## config.mk

```make
export PLATFORM = sky130hd
export DESIGN_NAME = uart_rx_fifo_flat
export DESIGN_NICKNAME = d
export VERILOG_FILES = /design/src/rtl/uart_rx_fifo_if.sv /design/src/rtl/uart_rx_fifo.sv /design/src/flat_wrapper.sv
export SDC_FILE = /design/constraint.sdc
export NUM_CORES = 1
export LEC_CHECK = 0
export ABC_AREA = 1
export CORE_MARGIN = 2
export CORE_UTILIZATION = 50
export CTS_CLUSTER_DIAMETER = 60
export DETAILED_ROUTE_END_ITERATION = 8
export PLACE_DENSITY = 0.73
export SLEW_MARGIN = 20
export SYNTH_ARGS = -nofsm -noshare
export SYNTH_HDL_FRONTEND = slang
export SYNTH_SLANG_ARGS = --single-unit
```

## constraint.sdc

```tcl
create_clock -name clk -period 2.3 [get_ports clk]
set_input_delay 0.23 -clock clk [delete_from_list [all_inputs] [get_ports clk]]
set_output_delay 0.23 -clock clk [all_outputs]
set_load 0.005 [all_outputs]
```

## src/rtl/uart_rx_fifo_if.sv

```systemverilog
// Receive-FIFO bus: write strobe/data from the UART receiver, show-ahead read port and status.
// The slave modport is the FIFO side; the master modport is the receiver/host side.
`timescale 1ns/1ps
interface uart_rx_fifo_if #(
    parameter int DATA_BITS = 8,
    parameter int ADDR_BITS = 4
);
    logic                 rx_done;
    logic [DATA_BITS-1:0] rx_data;
    logic                 rd_en;
    logic                 clr_overrun;
    logic [DATA_BITS-1:0] rd_data;
    logic                 empty;
    logic                 full;
    logic [ADDR_BITS:0]   count;
    logic                 overrun;

    modport master (
        output rx_done, rx_data, rd_en, clr_overrun,
        input  rd_data, empty, full, count, overrun
    );

    modport slave (
        input  rx_done, rx_data, rd_en, clr_overrun,
        output rd_data, empty, full, count, overrun
    );
endinterface

```

## src/rtl/uart_rx_fifo.sv

```systemverilog
// Circular receive FIFO with show-ahead read, fill level and sticky overrun flag.
// Define UART_RX_FIFO_OVERWRITE_EN to overwrite the oldest byte on overrun instead of dropping the new one.
`timescale 1ns/1ps
module uart_rx_fifo #(
    parameter int DATA_BITS = 8,
    parameter int ADDR_BITS = 4
) (
    input  logic          clk,
    input  logic          rst,
    uart_rx_fifo_if.slave bus
);
    localparam int                 DEPTH    = 2 ** ADDR_BITS;
    localparam logic [ADDR_BITS:0] FULL_CNT = (ADDR_BITS + 1)'(DEPTH);

    logic [DATA_BITS-1:0] r_mem [DEPTH];
    logic [ADDR_BITS-1:0] r_wr_ptr;
    logic [ADDR_BITS-1:0] r_rd_ptr;
    logic [ADDR_BITS:0]   r_count;
    logic                 r_overrun;

    logic w_empty;
    logic w_full;
    logic w_wr;
    logic w_rd;
    logic w_ovf;
    logic w_push;
    logic w_pop;

    assign w_empty = (r_count == '0);
    assign w_full  = (r_count == FULL_CNT);
    assign w_wr    = bus.rx_done & (~w_full | bus.rd_en);
    assign w_rd    = bus.rd_en & ~w_empty;
    assign w_ovf   = bus.rx_done & w_full & ~bus.rd_en;

`ifdef UART_RX_FIFO_OVERWRITE_EN
    // Overrun behaves like a simultaneous push and pop: oldest byte is discarded.
    assign w_push = w_wr | w_ovf;
    assign w_pop  = w_rd | w_ovf;
`else
    assign w_push = w_wr;
    assign w_pop  = w_rd;
`endif

    always_ff @(posedge clk) begin
        if (w_push) begin
            r_mem[r_wr_ptr] <= bus.rx_data;
        end
    end

    always_ff @(posedge clk or negedge rst) begin
        if (!rst) begin
            r_wr_ptr  <= '0;
            r_rd_ptr  <= '0;
            r_count   <= '0;
            r_overrun <= 1'b0;
        end else begin
            if (w_push) begin
                r_wr_ptr <= r_wr_ptr + 1'b1;
            end
            if (w_pop) begin
                r_rd_ptr <= r_rd_ptr + 1'b1;
            end
            if (w_push && !w_pop) begin
                r_count <= r_count + 1'b1;
            end else if (w_pop && !w_push) begin
                r_count <= r_count - 1'b1;
            end
            // Set has priority over clear so a same-cycle overrun is never lost.
            if (w_ovf) begin
                r_overrun <= 1'b1;
            end else if (bus.clr_overrun) begin
                r_overrun <= 1'b0;
            end
        end
    end

    assign bus.rd_data = r_mem[r_rd_ptr];
    assign bus.empty   = w_empty;
    assign bus.full    = w_full;
    assign bus.count   = r_count;
    assign bus.overrun = r_overrun;
endmodule

```

## src/flat_wrapper.sv

```systemverilog
// flat-port wrapper written by rule: the top's interface ports become plain ports
module uart_rx_fifo_flat 
#(
    parameter int DATA_BITS = 8,
    parameter int ADDR_BITS = 4
)
  (clk, rst, bus_rx_done, bus_rx_data, bus_rd_en, bus_clr_overrun, bus_rd_data, bus_empty, bus_full, bus_count, bus_overrun);
  uart_rx_fifo_if #(.DATA_BITS(DATA_BITS), .ADDR_BITS(ADDR_BITS)) bus_i ();
  input  logic clk;
  input  logic rst;
  input wire logic [$bits(bus_i.rx_done)-1:0] bus_rx_done;
  input wire logic [$bits(bus_i.rx_data)-1:0] bus_rx_data;
  input wire logic [$bits(bus_i.rd_en)-1:0] bus_rd_en;
  input wire logic [$bits(bus_i.clr_overrun)-1:0] bus_clr_overrun;
  output wire logic [$bits(bus_i.rd_data)-1:0] bus_rd_data;
  output wire logic [$bits(bus_i.empty)-1:0] bus_empty;
  output wire logic [$bits(bus_i.full)-1:0] bus_full;
  output wire logic [$bits(bus_i.count)-1:0] bus_count;
  output wire logic [$bits(bus_i.overrun)-1:0] bus_overrun;
  assign bus_i.rx_done = bus_rx_done;
  assign bus_i.rx_data = bus_rx_data;
  assign bus_i.rd_en = bus_rd_en;
  assign bus_i.clr_overrun = bus_clr_overrun;
  assign bus_rd_data = bus_i.rd_data;
  assign bus_empty = bus_i.empty;
  assign bus_full = bus_i.full;
  assign bus_count = bus_i.count;
  assign bus_overrun = bus_i.overrun;
  uart_rx_fifo #(.DATA_BITS(DATA_BITS), .ADDR_BITS(ADDR_BITS)) u_core (.clk(clk), .rst(rst), .bus(bus_i));
endmodule
```

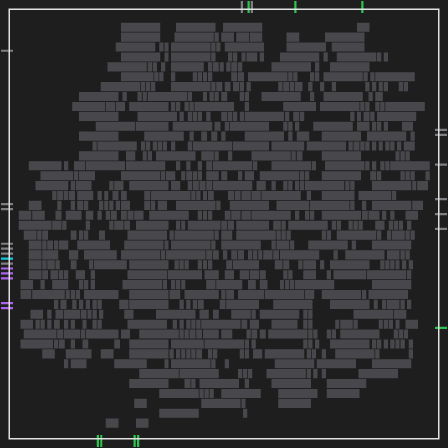
Fig. 1. Pin map (run 1).
Pins as bars across the die edge, other pins in gray.
legend:
  bus_rx_data:
    color: green
    pins: 8
    direction: input
    edge: 4 south, 3 north, 1 east
  bus_count:
    color: purple
    pins: 5
    direction: output
    edge: west
  bus_rd_en:
    color: cyan
    pins: 1
    direction: input
    edge: west

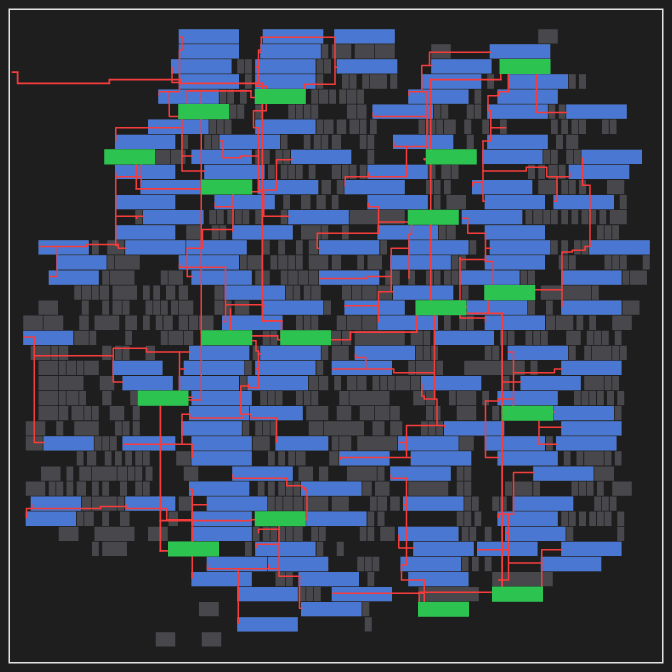
Fig. 2. Clock network drawn from the DEF (run 1).
legend:
  clock wires:
    color: red
    length: 1570 µm
  clock drivers:
    color: green
    count: 17
  flip-flops:
    color: blue
    count: 142
flops lie: spread over the die

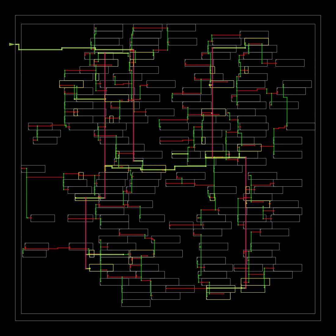
Fig. 3. Clock nets (run 1).
Worst Clk Skew: 0.00759 ns
clock network power consumption: 2520 µW
Sinks on Clock Net: 142
total of clock buffers placed in the layout: 21
clk_lat worst skew: 0.42 ns

==> notes.md, run 1 <==
flow finished, numbers: outcome finished, violations left, violated checks negative setup slack, cell with the largest stage delay on the worst path sky130_fd_sc_hd__clkdlybuf4s50_1, number of OpenROAD warnings 31, setup repair after global routing missed its margin yes, Final Max Tran Viols 0, fraction of area in multi-input gates 0.234, pin count of the biggest net entering global routing 47, yosys simple share 0.248, Taps Inserted 172, capturing element type of the critical path primary output, first-pass GRT wire length 22400 µm, Initial Util 0.512, Top Layer Used met4, global-route track usage on met1 0.274, clock network power share 0.264, final setup violating endpoints 2, Non-clock buffer share 0.0882, Met3 Routed Length 770 µm, combinational cell power 3650 µW, worst setup margin -0.0944 ns, most used cells in the layout excluding fill and tap cells sky130_fd_sc_hd__nand2_1, sky130_fd_sc_hd__edfxtp_1, sky130_fd_sc_hd__inv_1, sky130_fd_sc_hd__nand3_1, sky130_fd_sc_hd__nor2_1, maximum capacitance violations 0, met2 Use GR 0.343, antenna violations before repair 0, Post-synth top flop sky130_fd_sc_hd__edfxtp_1, first element of the critical path u_core.r_rd_ptr[0], most common logic cell in the routed design sky130_fd_sc_hd__nand2_1, worst hold path type in -> async, Post-route DRC 0, worst endpoint data arrival time 2.16 ns, Total Nets Final 721, post-route antenna net violation count 0, syn_area_per_cell 10.2 µm², layout cell share with drive strength beyond 1 0.135, top cell type's share of synthesized area 0.595, time the final worst path needs with I/O delays and setup 2.39 ns, most instantiated library cell after synthesis sky130_fd_sc_hd__nand2_1, CP Cell Sequence buf_6 -> nand2_1 -> nand2_1 -> nand2_1 -> nand3_1 -> nand2_1 -> nand2_1 -> clkdlybuf4s50_1, Max Fanout on Critical Path 21, routed metal-1 wirelength 6130 µm, yosys aoi share 0.00388, number of global-route vias before repair 4300, netlist area before placement 6450 µm², number of different library cells in the post-synthesis netlist 29, combinational cell area excluding buffers and inverters 1820 µm², maximum operating frequency 418 MHz, start of the worst register-to-register path u_core.bus.count[3], layout buffer count excluding clock buffers 69, endpoints failing hold 0, clock transition at the registers of the reported paths 0.06 ns, HPWL after DPL 9000 µm, GR Overflow Total 0, number of filler cells placed in the layout 1014, share of power burned in registers 0.353, main logic family after synthesis simple AND/OR/NAND/NOR gates, Die X 118 µm, Slew HR 0.498, design internal power 6150 µW, Slew @ Worst Pin 0.751 ns, Yosys Instances 634, CTS tree done, final antenna diode count 0, overall fraction of global-route tracks in use 0.213, met3 demand-to-capacity share in global routing 0.0451, clock network contribution to total cell area 0.0695, number of rows in the core area 41, Routed met2 length 6980 µm, Final GP Congestion 0.821, most heavily used metal layer in global routing met2, yosys adder share 0.0205, leak pwr 0.00332 µW, Setup Total Neg Slack -0.156 ns, total of flip-flops plus latches after synthesis 142, sequential fraction of the synthesis area 0.650, syn nets 657, die y size 118 µm, Flop area 4200 µm², register ranked first by flip-flop count u_core.r_mem, Area Growth Syn to Fin 20.2%, initial detailed-routing violation count 392, TritonRoute pass-1 iters 5, CTS Buf Count 17, quantity of I/O buffers inserted on ports 28, mux frac, synth 0, final worst path period share 1.04, routed via count divided by cell count 5.08, worst path bufs/invs 2, Worst Path Class, Setup reg -> out, top post-synthesis cells by count sky130_fd_sc_hd__nand2_1, sky130_fd_sc_hd__edfxtp_1, sky130_fd_sc_hd__inv_1, xor+xnor area frac 0.00543, hold buffer count at CTS 0, Switching Share 0.354, Seq/total area 0.541, num ports 29, final sequential cell count 142, maximum root-to-sink buffer count 2, PwrDens 1230 nW/µm², number of combinational gates with multiple inputs 396, largest contributor to cell area by class registers, cell resize tally after clock tree synthesis 15, total core area 12600 µm², total wirelength of the detailed-routed design 14300 µm
-- run 1: final timing paths --
| check | to | slack, ns |
|---|---|---|
| worst max-delay path | bus_rd_data[6] | -0.09 |
| worst min-delay path | u_core.r_rd_ptr[2] | 0.23 |
| worst max register to register | u_core.bus.count[4] | 0.16 |
| worst min register to register | u_core.bus.overrun | 0.52 |
| max in group asynchronous | u_core.r_rd_ptr[0] | 1.59 |
| min in group clk | u_core.bus.overrun | 0.37 |
-- run 1: per-stage QoR --
stage	std cells	hold slack (ns)	util	power [µW]
2_1_floorplan	634	-0.0656	-	5520
3_3_place_gp	843	0.505	0.559	6580
3_5_place_dp	843	0.501	0.559	6700
4_1_cts	877	0.232	0.607	9320
5_1_grt	883	0.283	0.615	10100
6_report	883	0.231	0.615	9530
## Run 2: what changed since run 1
Settings changed: CAP_MARGIN set to 0.
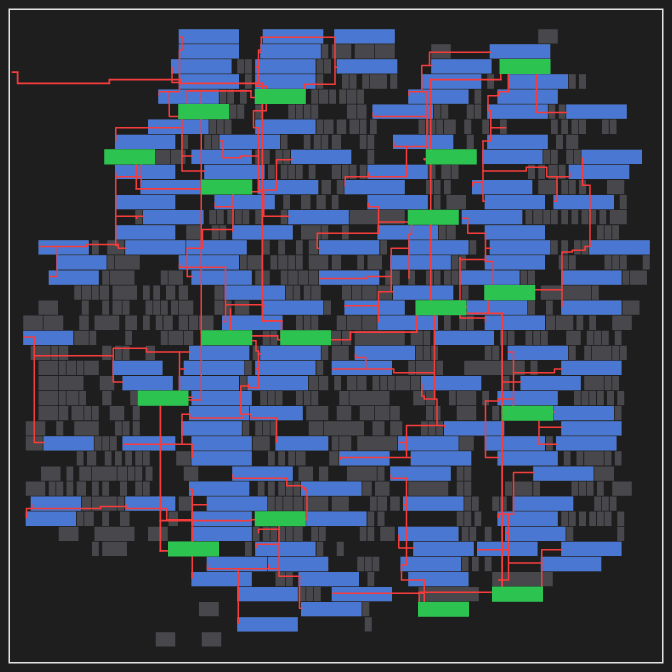
Fig. 4. Clock network drawn from the DEF (run 2).
clock network power share: 0.264

==> run 2 against run 1 <==
Effect of this change:
- the run still ends with negative setup slack left
- cell count unchanged
- fmax stayed put
- sequential power is essentially flat
==> notes.md, run 2 <==
flow finished, numbers: combinational cell area excluding buffers and inverters 1820 µm² (unchanged), HPWL after DPL 9000 µm (unchanged), netlist area before placement 6450 µm² (unchanged), top post-synthesis cells by count sky130_fd_sc_hd__nand2_1, sky130_fd_sc_hd__edfxtp_1, sky130_fd_sc_hd__inv_1, number of rows in the core area 41 (unchanged), number of OpenROAD warnings 31 (unchanged), final antenna diode count 0 (unchanged), routed metal-1 wirelength 6130 µm (unchanged), yosys aoi share 0.00388 (unchanged), time the final worst path needs with I/O delays and setup 2.39 ns (unchanged), Slew @ Worst Pin 0.751 ns (unchanged), outcome finished, violations left, num ports 29 (unchanged), syn nets 657 (unchanged), Die X 118 µm (unchanged), CTS tree done, Routed WL per cell 16.2 µm, Worst Path Class, Setup reg -> out, TritonRoute pass-1 iters 5 (unchanged), sequential fraction of the synthesis area 0.650 (unchanged), Setup Total Neg Slack -0.156 ns (unchanged), Yosys Instances 634 (unchanged), cell with the largest stage delay on the worst path sky130_fd_sc_hd__clkdlybuf4s50_1, total of flip-flops plus latches after synthesis 142 (unchanged), Non-clock buffer share 0.0882 (unchanged), Sinks on Clock Net 142 (unchanged), pin count of the biggest net entering global routing 47 (unchanged), Worst Clk Skew 0.00759 ns (unchanged), final sequential cell count 142 (unchanged), maximum operating frequency 418 MHz (unchanged), number of combinational gates with multiple inputs 396 (unchanged), top cell type's share of synthesized area 0.595 (unchanged), number of global-route vias before repair 4300 (unchanged), syn_area_per_cell 10.2 µm² (unchanged), library cell with the largest summed area after synthesis sky130_fd_sc_hd__edfxtp_1, overall fraction of global-route tracks in use 0.213 (unchanged), most common logic cell in the routed design sky130_fd_sc_hd__nand2_1, global-route track usage on met1 0.274 (unchanged), required time of the critical path 2.07 ns, capturing element type of the critical path primary output, met3 demand-to-capacity share in global routing 0.0451 (unchanged), leak pwr 0.00332 µW (unchanged), register ranked first by flip-flop count u_core.r_mem, setup repair after global routing missed its margin yes, top cell family by delay on the critical path buffers and inverters, Total Nets Final 721 (unchanged), destination of the critical timing path bus_rd_data[6], worst setup margin -0.0944 ns (unchanged), CTS Buf Count 17 (unchanged), yosys simple share 0.248 (unchanged), maximum root-to-sink buffer count 2 (unchanged), fraction of area in multi-input gates 0.234 (unchanged), Taps Inserted 172 (unchanged), hold buffer count at CTS 0 (unchanged), worst hold path type in -> async, antenna violations before repair 0 (unchanged), violated checks negative setup slack, Flop area 4200 µm² (unchanged), final design utilization 0.615 (unchanged), Post-synth top flop sky130_fd_sc_hd__edfxtp_1, largest contributor to cell area by class registers, total placed cells including tap cells 843 (unchanged), most heavily used metal layer in global routing met2, worst setup slack for register-to-register paths 0.16 ns (about the same), number of H-tree branching levels 4, Slew HR 0.498 (unchanged), Met3 Routed Length 770 µm (unchanged), Largest stage delay, worst path 0.50 ns, Post-route DRC 0 (unchanged), number of filler cells placed in the layout 1014 (unchanged), main logic family after synthesis simple AND/OR/NAND/NOR gates, Max Fanout on Critical Path 21 (unchanged), Final Max Tran Viols 0 (unchanged), mux frac, synth 0 (unchanged), total of clock buffers placed in the layout 21 (unchanged), first element of the critical path u_core.r_rd_ptr[0], Routed met2 length 6980 µm (unchanged), clock network contribution to total cell area 0.0695 (unchanged), design internal power 6150 µW (unchanged), final setup violating endpoints 2 (unchanged), Post-Route Hold Slack 0.231 ns (unchanged), Final GP Congestion 0.821 (unchanged), maximum capacitance violations 0 (unchanged), layout buffer count excluding clock buffers 69 (unchanged), worst endpoint data arrival time 2.16 ns (about the same), total power after layout 9530 µW (unchanged), total wirelength of the detailed-routed design 14300 µm (unchanged), Seq/total area 0.541 (unchanged), final worst path period share 1.04 (unchanged), quantity of I/O buffers inserted on ports 28 (unchanged), worst path bufs/invs 2 (unchanged), post-route antenna net violation count 0 (unchanged), Finished Layout Cells 883 (unchanged), start of the worst register-to-register path u_core.bus.count[3], initial detailed-routing violation count 392 (unchanged), PwrDens 1230 nW/µm² (unchanged), yosys adder share 0.0205 (unchanged), die y size 118 µm (unchanged), share of power burned in registers 0.353 (about the same), endpoints failing hold 0 (unchanged), number of different library cells in the post-synthesis netlist 29 (unchanged), clock transition at the registers of the reported paths 0.06 ns (about the same), CP Cell Sequence buf_6 -> nand2_1 -> nand2_1 -> nand2_1 -> nand3_1 -> nand2_1 -> nand2_1 -> clkdlybuf4s50_1, Initial Util 0.512 (unchanged), number of cells on the worst reg-to-reg path 12, total core area 12600 µm² (unchanged), layout cell share with drive strength beyond 1 0.135 (unchanged), first-pass GRT wire length 22400 µm (unchanged), most used cells in the layout excluding fill and tap cells sky130_fd_sc_hd__nand2_1, sky130_fd_sc_hd__edfxtp_1, sky130_fd_sc_hd__inv_1, sky130_fd_sc_hd__nand3_1, sky130_fd_sc_hd__nor2_1, xor+xnor area frac 0.00543 (unchanged), met2 Use GR 0.343 (unchanged), GR Overflow Total 0 (unchanged), clk_lat worst skew 0.42 ns (about the same), CTS Root Cell sky130_fd_sc_hd__clkbuf_16, r2r endpoint u_core.bus.count[4], Top Layer Used met4, Switching Share 0.354 (unchanged), routed via count divided by cell count 5.08 (unchanged), most instantiated library cell after synthesis sky130_fd_sc_hd__nand2_1
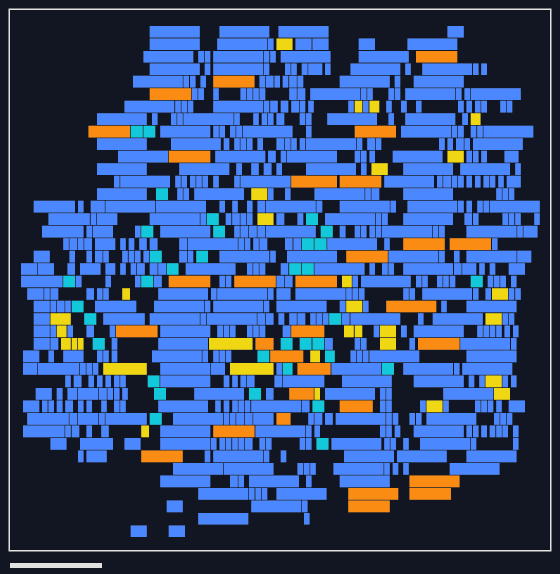
Fig. 5. Cells by drive strength (run 2).
Bar = 20 µm.
legend:
  _6 and larger:
    color: orange
    cells: 30
    share: 4.2%
    most_used: clkbuf_16
  _2 cells:
    color: yellow
    cells: 31
    share: 4.4%
    most_used: nand3_2
  _3 and _4 cells:
    color: cyan
    cells: 35
    share: 4.9%
    most_used: buf_4
  _0 and _1 cells:
    color: blue
    cells: 615
    share: 86%
    most_used: nand2_1
Area Growth Syn to Fin: 20.2%
Finished Cell Area: 7760 µm²
worst setup margin: -0.0944 ns

run 2: cell counts after synthesis:
Identical to the previous run, type by type.
run 2: cells by family (layout without fill, tap and decap cells):
family / count (synthesis) / in the layout
and+or+nand+nor: 377 / 377
DFF: 142 / 142
buffers and inverters: 96 / 173
adders and majority gates: 10 / 10
AOI/OAI and AO/OA: 5 / 5
xor gates and xnor gates: 4 / 4
run 2: timing repair:
action                                  CTS  global route
pin swaps                                 1             0
setup buffers                             1             4
resized                                  15             6
endpoints found under the setup margin    8             3
cloned                                    1             2
run 2: power groups by stage:
stage	clock, µW	sequential [µW]	combinational (µW)
detailed placement	0	3380	3320
finish	2520	3360	3650
global placement	0	3370	3210
floorplan	0	3290	2230
CTS	2550	3340	3420
global route	2650	3390	4040
## Run 3: what changed since run 2
Settings changed: CTS_CLUSTER_DIAMETER 60 to 120.
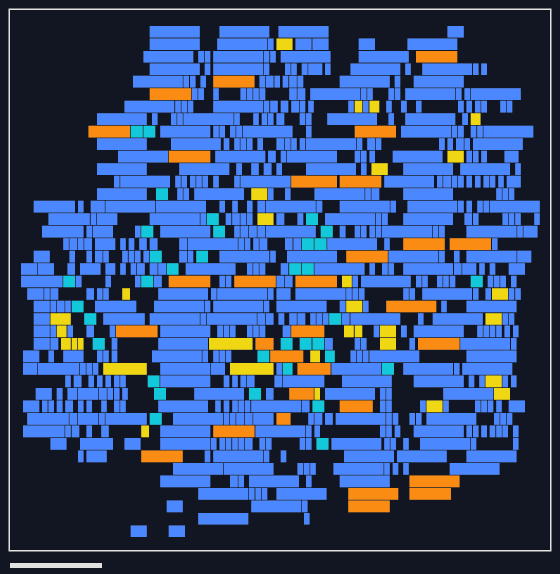
Fig. 6. Cells by drive strength (run 3).
Bar = 20 µm.
layout buffer count excluding clock buffers: 69

==> run 3 against run 2 <==
Effect of this change:
- the flow still finishes with violations (negative setup slack)
- register-to-register slack barely moved
- total power is the same
- first-iteration DRC count is the same
- synthesized area unchanged
- design area unchanged
- sequential power barely moved
- cell count is the same
- global-route usage did not move
- highest routed layer unchanged
==> notes.md, run 3 <==
flow finished, numbers: number of OpenROAD warnings 31 (unchanged), maximum operating frequency 418 MHz (unchanged), HPWL after DPL 9000 µm (unchanged), top cell family by delay on the critical path buffers and inverters, top post-synthesis cells by count sky130_fd_sc_hd__nand2_1, sky130_fd_sc_hd__edfxtp_1, sky130_fd_sc_hd__inv_1, setup repair after global routing missed its margin yes, combinational cell area excluding buffers and inverters 1820 µm² (unchanged), library cell with the largest summed area after synthesis sky130_fd_sc_hd__edfxtp_1, Routed WL per cell 16.2 µm (unchanged), worst path bufs/invs 2 (unchanged), Met3 Routed Length 770 µm (unchanged), clock network power consumption 2520 µW (about the same), worst setup slack for register-to-register paths 0.16 ns (about the same), design internal power 6150 µW (unchanged), Yosys Instances 634 (unchanged), Switching Share 0.354 (unchanged), endpoints failing hold 0 (unchanged), routed metal-1 wirelength 6130 µm (unchanged), worst hold path type in -> async, maximum root-to-sink buffer count 2 (unchanged), CTS tree done, clock transition at the registers of the reported paths 0.06 ns (about the same), worst setup margin -0.0944 ns (unchanged), TritonRoute pass-1 iters 5 (unchanged), met2 Use GR 0.343 (unchanged), CTS Root Cell sky130_fd_sc_hd__clkbuf_16, Cell Area, Placed 7060 µm², top cell type's share of synthesized area 0.595 (unchanged), clock network contribution to total cell area 0.0695 (unchanged), number of different library cells in the post-synthesis netlist 29 (unchanged), most heavily used metal layer in global routing met2, maximum capacitance violations 0 (unchanged), clk_lat worst skew 0.42 ns (about the same), violated checks negative setup slack, hold buffer count at CTS 0 (unchanged), Largest stage delay, worst path 0.50 ns (about the same), Post-Route Hold Slack 0.231 ns (unchanged), count of mapped cells out of synthesis 634, Area Growth Syn to Fin 20.2% (unchanged), Max Fanout on Critical Path 21 (unchanged), Post-CTS Setup Inserts 1 (unchanged), antenna violations before repair 0 (unchanged), cell resize tally after clock tree synthesis 15 (unchanged), layout cell share with drive strength beyond 1 0.135 (unchanged), Slew @ Worst Pin 0.751 ns (unchanged), Non-clock buffer share 0.0882 (unchanged), start of the worst register-to-register path u_core.bus.count[3], Final Max Tran Viols 0 (unchanged), pin count of the biggest net entering global routing 47 (unchanged), num ports 29 (unchanged), syn_area_per_cell 10.2 µm² (unchanged), total power after layout 9530 µW (unchanged), Setup Total Neg Slack -0.156 ns (unchanged), total wirelength of the detailed-routed design 14300 µm (unchanged), cell with the largest stage delay on the worst path sky130_fd_sc_hd__clkdlybuf4s50_1, sequential-cell power consumption 3360 µW (about the same), number of filler cells placed in the layout 1014 (unchanged), most instantiated library cell after synthesis sky130_fd_sc_hd__nand2_1, CP Cell Sequence buf_6 -> nand2_1 -> nand2_1 -> nand2_1 -> nand3_1 -> nand2_1 -> nand2_1 -> clkdlybuf4s50_1, Initial Util 0.512 (unchanged), Final GP Congestion 0.821 (unchanged), total of flip-flops plus latches after synthesis 142 (unchanged), total of clock buffers placed in the layout 21 (unchanged), Finished Cell Area 7760 µm² (unchanged), most used cells in the layout excluding fill and tap cells sky130_fd_sc_hd__nand2_1, sky130_fd_sc_hd__edfxtp_1, sky130_fd_sc_hd__inv_1, sky130_fd_sc_hd__nand3_1, sky130_fd_sc_hd__nor2_1, number of rows in the core area 41 (unchanged), Seq/total area 0.541 (unchanged), largest contributor to cell area by class registers, Worst Clk Skew 0.00759 ns (unchanged), leak pwr 0.00332 µW (unchanged), time the final worst path needs with I/O delays and setup 2.39 ns (unchanged), netlist area before placement 6450 µm² (unchanged), final design utilization 0.615 (unchanged), combinational cell power 3650 µW (about the same), Finished Layout Cells 883 (unchanged), Total Nets Final 721 (unchanged), final worst path period share 1.04 (unchanged), outcome finished, violations left, post-route antenna net violation count 0 (unchanged), total core area 12600 µm² (unchanged), GR Overflow Total 0 (unchanged), Taps Inserted 172 (unchanged), total placed cells including tap cells 843 (unchanged), Flop area 4200 µm² (unchanged), number of H-tree branching levels 4 (unchanged), Die X 118 µm (unchanged), worst endpoint data arrival time 2.16 ns (about the same), quantity of I/O buffers inserted on ports 28 (unchanged), syn nets 657 (unchanged), Routed met2 length 6980 µm (unchanged), Post-route DRC 0 (unchanged), flip-flop count of the largest register after layout 128, number of combinational gates with multiple inputs 396 (unchanged), routed via count divided by cell count 5.08 (unchanged), Biggest consumer combinational logic, number of cells on the worst reg-to-reg path 12 (unchanged), Worst Path Class, Setup reg -> out, global-route track usage on met1 0.274 (unchanged), Post-synth top flop sky130_fd_sc_hd__edfxtp_1, r2r endpoint u_core.bus.count[4], overall fraction of global-route tracks in use 0.213 (unchanged), number of global-route vias before repair 4300 (unchanged), share of power burned in registers 0.353 (about the same), fraction of area in multi-input gates 0.234 (unchanged), sequential fraction of the synthesis area 0.650 (unchanged), initial detailed-routing violation count 392 (unchanged), PwrDens 1230 nW/µm² (unchanged), Sinks on Clock Net 142 (unchanged), most common logic cell in the routed design sky130_fd_sc_hd__nand2_1, first-pass GRT wire length 22400 µm (unchanged), register ranked first by flip-flop count u_core.r_mem, final antenna diode count 0 (unchanged), Slew HR 0.498 (unchanged), capturing element type of the critical path primary output, final setup violating endpoints 2 (unchanged), clock network power share 0.264 (about the same), Top Layer Used met4, die y size 118 µm (unchanged), required time of the critical path 2.07 ns (about the same)
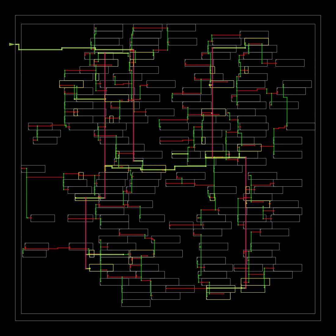
Fig. 7. Clock nets (run 3).
CTS Buf Count: 17
final sequential cell count: 142

==> run 3: kinds of logic after synthesis <==
| family | synth area share |
|---|---|
| AOI/OAI and AO/OA | 0.00387 |
| xor gates and xnor gates | 0.00543 |
| adders and majority gates | 0.0205 |
| buffers and inverters | 0.0721 |
| DFF | 0.650 |
| and+or+nand+nor | 0.248 |
==> run 3: worst max-delay path by stage <==
stage	cells past startpoint	endpoint	startpoint	slack, ns
floorplan	14	u_core.bus.count[4]	u_core.bus.count[1]	0.16
global placement	14	u_core.bus.count[4]	bus_rd_en	0.14
detailed placement	14	u_core.bus.count[4]	bus_rd_en	0.06
CTS	8	bus_rd_data[6]	u_core.r_rd_ptr[0]	-0.12
global route	9	bus_rd_data[6]	u_core.r_rd_ptr[0]	-0.17
finish	8	bus_rd_data[6]	u_core.r_rd_ptr[0]	-0.09
No activity file was given, so power comes from the tool's default toggle rates.
